==> config.mk <==
export PLATFORM = sky130hd
export DESIGN_NAME = fb_scan_arbiter
export DESIGN_NICKNAME = d
export VERILOG_FILES = /design/src/rtl/fb_pkg.sv /design/src/rtl/fb_write_skid.sv /design/src/rtl/fb_scan_arbiter.sv
export SDC_FILE = /design/constraint.sdc
export NUM_CORES = 1
export LEC_CHECK = 0
export CORE_UTILIZATION = 50
export CTS_BUF_LIST = sky130_fd_sc_hd__clkbuf_2 sky130_fd_sc_hd__clkbuf_4 sky130_fd_sc_hd__clkbuf_8
export CTS_CLUSTER_SIZE = 30
export DETAILED_ROUTE_END_ITERATION = 10
export PLACE_DENSITY = 0.87
export SLEW_MARGIN = 10
export SYNTH_ARGS = -nofsm -noshare
export SYNTH_HDL_FRONTEND = slang
export SYNTH_HIERARCHICAL = 1
export SYNTH_SLANG_ARGS = --single-unit
==> constraint.sdc <==
create_clock -name clk_vga -period 15.45 [get_ports clk_vga]
set_input_delay 2.3175 -clock clk_vga [delete_from_list [all_inputs] [get_ports clk_vga]]
set_output_delay 2.3175 -clock clk_vga [all_outputs]
set_load 0.02 [all_outputs]
==> src/rtl/fb_pkg.sv <==
// Shared constants and helpers for the framebuffer scan-out arbiter:
// framebuffer geometry, 640x480@60 VGA timing totals, read lead and slot encoding.
package fb_pkg;

  localparam int FB_W      = 320;
  localparam int FB_H      = 240;
  localparam int PIX_W     = 12;
  localparam int ADDR_W    = 17;

  localparam int H_VISIBLE = 640;
  localparam int H_TOTAL   = 800;
  localparam int V_VISIBLE = 480;
  localparam int V_TOTAL   = 525;
  localparam int CNT_W     = 10;

  // Reads are issued this many pixel clocks ahead of the pixel they feed
  // (one cycle of RAM latency plus one cycle for the pix_data register).
  localparam int LEAD      = 2;

  // What the RAM port is doing in a given cycle.
  typedef enum logic [1:0] {
    SLOT_IDLE  = 2'd0,
    SLOT_READ  = 2'd1,
    SLOT_WRITE = 2'd2
  } slot_e;

  // A raster position of the timing generator.
  typedef struct packed {
    logic [CNT_W-1:0] h;
    logic [CNT_W-1:0] v;
  } scan_pos_t;

  // Advance a raster position by one pixel clock, wrapping at line and frame end.
  function automatic scan_pos_t scan_step(input scan_pos_t p);
    scan_pos_t r;
    r = p;
    if (p.h == CNT_W'(H_TOTAL - 1)) begin
      r.h = '0;
      r.v = (p.v == CNT_W'(V_TOTAL - 1)) ? '0 : p.v + CNT_W'(1);
    end else begin
      r.h = p.h + CNT_W'(1);
    end
    return r;
  endfunction

endpackage

==> src/rtl/fb_write_skid.sv <==
// One-entry holding register for the image-pipeline writer.
// Accepts an entry via load (only while empty) and releases it on drain,
// which is pulsed during the cycle the entry is being written to RAM.
// The pend_* outputs show what the buffer will hold in the next cycle,
// letting the arbiter schedule a write slot one cycle ahead.
module fb_write_skid
  import fb_pkg::*;
#(
  parameter int ADDR_W = fb_pkg::ADDR_W,
  parameter int PIX_W  = fb_pkg::PIX_W
) (
  input  logic              clk,
  input  logic              reset,
  input  logic              load,
  input  logic [ADDR_W-1:0] load_addr,
  input  logic [PIX_W-1:0]  load_data,
  input  logic              drain,
  output logic              full,
  output logic              pend_valid,
  output logic [ADDR_W-1:0] pend_addr,
  output logic [PIX_W-1:0]  pend_data
);

  logic              full_reg;
  logic [ADDR_W-1:0] addr_reg;
  logic [PIX_W-1:0]  data_reg;

  // Capture on load, empty on drain; reset discards any pending entry.
  always_ff @(posedge clk) begin
    if (reset) begin
      full_reg <= 1'b0;
      addr_reg <= '0;
      data_reg <= '0;
    end else if (load) begin
      full_reg <= 1'b1;
      addr_reg <= load_addr;
      data_reg <= load_data;
    end else if (drain) begin
      full_reg <= 1'b0;
    end
  end

  assign full       = full_reg;
  assign pend_valid = load | (full_reg & ~drain);
  assign pend_addr  = load ? load_addr : addr_reg;
  assign pend_data  = load ? load_data : data_reg;

endmodule

==> src/rtl/fb_scan_arbiter.sv <==
// Single-port framebuffer arbiter: VGA scan-out reads (320x240 shown 2x)
// take every slot they need; the writer fills the remaining ones through a
// one-entry skid buffer. All RAM-side outputs are registers, so each slot is
// decided one cycle early from the predicted next raster position.
module fb_scan_arbiter
  import fb_pkg::*;
#(
  parameter int FB_W           = fb_pkg::FB_W,
  parameter int FB_H           = fb_pkg::FB_H,
  parameter int PIX_W          = fb_pkg::PIX_W,
  parameter int ADDR_W         = fb_pkg::ADDR_W,
  parameter bit WR_VBLANK_ONLY = 1'b0
) (
  input  logic              clk_vga,
  input  logic              reset,
  input  logic [CNT_W-1:0]  h_count,
  input  logic [CNT_W-1:0]  v_count,
  input  logic              wr_valid,
  output logic              wr_ready,
  input  logic [ADDR_W-1:0] wr_addr,
  input  logic [PIX_W-1:0]  wr_data,
  output logic              mem_en,
  output logic              mem_we,
  output logic [ADDR_W-1:0] mem_addr,
  output logic [PIX_W-1:0]  mem_wdata,
  input  logic [PIX_W-1:0]  mem_rdata,
  output logic [PIX_W-1:0]  pix_data,
  output logic              in_vblank,
  output logic              wr_addr_err
);

  localparam logic [ADDR_W-1:0] FB_W_BITS = ADDR_W'(FB_W);
  localparam logic [ADDR_W-1:0] FB_SIZE   = ADDR_W'(FB_W * FB_H);

  // ---------------------------------------------------------------------
  // Raster prediction: next_pos is where the generator will be in the
  // cycle the registered outputs apply to; la_pos is LEAD clocks beyond.
  // ---------------------------------------------------------------------
  scan_pos_t cur_pos;
  scan_pos_t next_pos;
  scan_pos_t la_pos;
  scan_pos_t la_chain [LEAD+1];
  logic      in_range;

  assign cur_pos     = '{h: h_count, v: v_count};
  assign in_range    = (h_count < CNT_W'(H_TOTAL)) && (v_count < CNT_W'(V_TOTAL));
  assign next_pos    = scan_step(cur_pos);
  assign la_chain[0] = next_pos;

  for (genvar gi = 0; gi < LEAD; gi++) begin : g_lead
    assign la_chain[gi+1] = scan_step(la_chain[gi]);
  end

  assign la_pos = la_chain[LEAD];

  // Pixel LEAD clocks ahead is visible; even columns start a 2x-wide pixel.
  logic la_visible;
  logic read_slot;

  assign la_visible = in_range && (la_pos.h < CNT_W'(H_VISIBLE)) &&
                      (la_pos.v < CNT_W'(V_VISIBLE));
  assign read_slot  = la_visible && !la_pos.h[0];

  // ---------------------------------------------------------------------
  // Read address (y*FB_W + x) built from shifted copies of y, one per set
  // bit of FB_W, so no multiplier is needed.
  // ---------------------------------------------------------------------
  logic [ADDR_W-1:0] fb_x;
  logic [ADDR_W-1:0] fb_y;
  logic [ADDR_W-1:0] pp [ADDR_W];
  logic [ADDR_W-1:0] rd_addr;

  assign fb_x = ADDR_W'(la_pos.h >> 1);
  assign fb_y = ADDR_W'(la_pos.v >> 1);

  for (genvar gi = 0; gi < ADDR_W; gi++) begin : g_pp
    assign pp[gi] = FB_W_BITS[gi] ? (fb_y << gi) : '0;
  end

  // Sum the partial products on top of the column offset.
  always_comb begin
    rd_addr = fb_x;
    for (int i = 0; i < ADDR_W; i++) begin
      rd_addr = rd_addr + pp[i];
    end
  end

  // ---------------------------------------------------------------------
  // Writer side: out-of-range addresses are accepted but never stored.
  // ---------------------------------------------------------------------
  logic              skid_full;
  logic              accept;
  logic              addr_ok;
  logic              skid_load;
  logic              pend_valid;
  logic [ADDR_W-1:0] pend_addr;
  logic [PIX_W-1:0]  pend_data;
  logic              vblank_next;
  logic              write_slot;

  logic              mem_en_reg;
  logic              mem_we_reg;
  logic [ADDR_W-1:0] mem_addr_reg;
  logic [PIX_W-1:0]  mem_wdata_reg;
  slot_e             slot_reg;

  assign accept    = wr_valid && !skid_full;
  assign addr_ok   = wr_addr < FB_SIZE;
  assign skid_load = accept && addr_ok;

  fb_write_skid #(
    .ADDR_W (ADDR_W),
    .PIX_W  (PIX_W)
  ) u_skid (
    .clk        (clk_vga),
    .reset      (reset),
    .load       (skid_load),
    .load_addr  (wr_addr),
    .load_data  (wr_data),
    .drain      (mem_we_reg),
    .full       (skid_full),
    .pend_valid (pend_valid),
    .pend_addr  (pend_addr),
    .pend_data  (pend_data)
  );

  // Writes only ever take cycles that scan-out does not need.
  assign vblank_next = next_pos.v >= CNT_W'(V_VISIBLE);
  assign write_slot  = pend_valid && !read_slot && (!WR_VBLANK_ONLY || vblank_next);

  // Slot FSM: load the RAM port registers for the coming cycle.
  always_ff @(posedge clk_vga) begin
    if (reset) begin
      slot_reg      <= SLOT_IDLE;
      mem_en_reg    <= 1'b0;
      mem_we_reg    <= 1'b0;
      mem_addr_reg  <= '0;
      mem_wdata_reg <= '0;
    end else if (read_slot) begin
      slot_reg      <= SLOT_READ;
      mem_en_reg    <= 1'b1;
      mem_we_reg    <= 1'b0;
      mem_addr_reg  <= rd_addr;
    end else if (write_slot) begin
      slot_reg      <= SLOT_WRITE;
      mem_en_reg    <= 1'b1;
      mem_we_reg    <= 1'b1;
      mem_addr_reg  <= pend_addr;
      mem_wdata_reg <= pend_data;
    end else begin
      slot_reg      <= SLOT_IDLE;
      mem_en_reg    <= 1'b0;
      mem_we_reg    <= 1'b0;
    end
  end

  // ---------------------------------------------------------------------
  // Pixel output pipeline: the visibility flag travels with the read so
  // pix_data lines up with the pixel the generator is showing.
  // ---------------------------------------------------------------------
  logic             vis_reg;
  logic             vis_d_reg;
  logic             rd_d_reg;
  logic [PIX_W-1:0] pix_reg;

  // Carry visibility/read flags alongside the RAM latency and capture pixels.
  always_ff @(posedge clk_vga) begin
    if (reset) begin
      vis_reg   <= 1'b0;
      vis_d_reg <= 1'b0;
      rd_d_reg  <= 1'b0;
      pix_reg   <= '0;
    end else begin
      vis_reg   <= la_visible;
      vis_d_reg <= vis_reg;
      rd_d_reg  <= (slot_reg == SLOT_READ);
      if (!vis_d_reg) begin
        pix_reg <= '0;
      end else if (rd_d_reg) begin
        pix_reg <= mem_rdata;
      end
    end
  end

  logic in_vblank_reg;
  logic wr_addr_err_reg;

  // Vertical-blank flag and sticky bad-address flag.
  always_ff @(posedge clk_vga) begin
    if (reset) begin
      in_vblank_reg   <= 1'b0;
      wr_addr_err_reg <= 1'b0;
    end else begin
      in_vblank_reg   <= v_count >= CNT_W'(V_VISIBLE);
      wr_addr_err_reg <= wr_addr_err_reg | (accept && !addr_ok);
    end
  end

  assign wr_ready    = !skid_full;
  assign mem_en      = mem_en_reg;
  assign mem_we      = mem_we_reg;
  assign mem_addr    = mem_addr_reg;
  assign mem_wdata   = mem_wdata_reg;
  assign pix_data    = pix_reg;
  assign in_vblank   = in_vblank_reg;
  assign wr_addr_err = wr_addr_err_reg;

endmodule

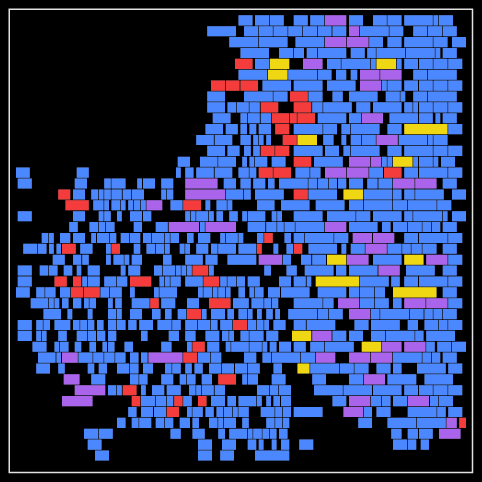
(images/sizing.png)
(4 px per µm)
[purple] x3 and x4 | cells: 50 | share: 6.3% | most used: mux2_4
[yellow] x6 and larger | cells: 14 | share: 1.8% | most used: clkbuf_8
[red] x2 | cells: 47 | share: 5.9% | most used: nor3_2
[blue] x1 and smaller | cells: 680 | share: 86% | most used: clkdlybuf4s50_1

==> out/qor.yml <==
critical_path:
  cpMostUsedCell: "ha_1"
  r2r_cells: 6
  crit_arrival_ns: 9.90
  path_depth: 30
  max_stage_delay_ns: 0.94
  r2r_slack_ns: 12.89
  cp-endpoint: "mem_addr[16]"
  r2r-start: "u_skid/full"
  critPathSlowestCell: "nor3_2"
sta:
  fin_crit_ns: 9.71
  max-slew-margin-rel_pct: 32.3
  setup_viol: 0
  timing.fmax_mhz: 103
  final_max_slew_viol_count: 0
  finClkSkew_ns: 0.00826
floorplan:
  die_x_um: 115
  fp_util_pct: 51.2
  io_pins: 110
  placementRows: 41
pwr:
  largestPowerGroup: "registers"
  p_leak_nw: 2.86
  powerSeq_mw: 0.220
  pg_clk_mw: 0.188
  p_sw_share_pct: 29.0
  netSwitchingPower_mw: 0.168
  pg_comb_mw: 0.170
  p_total_mw: 0.578
  seqPwrFrac_pct: 38.1
layout:
  fin_area_um2: 7750
  seq_share_pct: 20.4
  lay_top_cells: "clkdlybuf4s50_1, dfxtp_1, nor2_1"
  mi_logic_area_um2: 4520
  fin_cells: 963
  fin_nets: 879
  drive_above_1_share_pct: 14.0
  comb_share_pct: 58.3
  clkCellAreaFrac_pct: 3.21
  area_delta_synth_final_pct: 20.4
  inv_count: 23
  largest_class: "multi-input combinational cells"
  nMultiInputCombCells: 562
status:
  status: "completed"
route:
  dr.max_layer_used: "met4"
  met1_length_mm: 6.87
  route.detailed.drc: 0
  antenna_left: 0
  vias: 5649
  routedWlPerCell_um: 16.9
  met3_length_mm: 1.18
  wl_met2_mm: 7.85
  routed_via_density: 5.87
placement:
  dp_cells: 947
  hpwl_mm: 12.1
  place.gp.congestion: 0.945
  place_area_um2: 7500
synthesis:
  yosysTopAreaCellShare_pct: 24.6
  simple_gate_area_share_pct: 27.9
  ys_cells: 708
  top_cell: "dfxtp_1"
  yosysUniqueCellTypes: 87
  ys.flop_type: "dfxtp_1"
  ys_seq_share_pct: 24.6
  xor_share_pct: 6.06
  ys_sh_aoi_pct: 15.3
  adder_share_pct: 5.87
  edf_count: 0
  ys_sh_mux_pct: 14.9
cts:
  cts_max_level: 3
  numCtsBuffers: 9
  hold_buffers: 0
  clkTransAtPathRegs_ns: 0.07
  clk_path_buf_depth: 2
  clock_latency_ns: 0.35
  cts_setup_buffers: 0
  cts-root-buf: "clkbuf_8"
run:
  cap_violations: 0
grt:
  grt_pass1_wl_mm: 25.7
  use_met3_pct: 4.13
  overflow: 0
  grt_busiest_layer: "met2"
  met1_usage_pct: 28.7
hold_path:
  hold_path_startpoint: "vis_reg"
  holdPathEnd: "vis_d_reg"
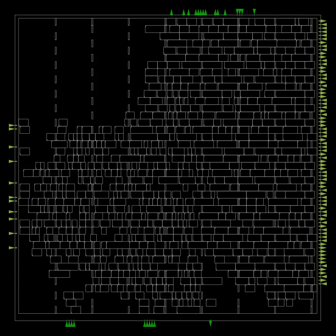
(images/placed.png)
tap cells: 172
Core Util, Final: 61.7%
Core ar.: 12,600 µm²
Fillers: 999

Power and IR drop assume default switching activity.
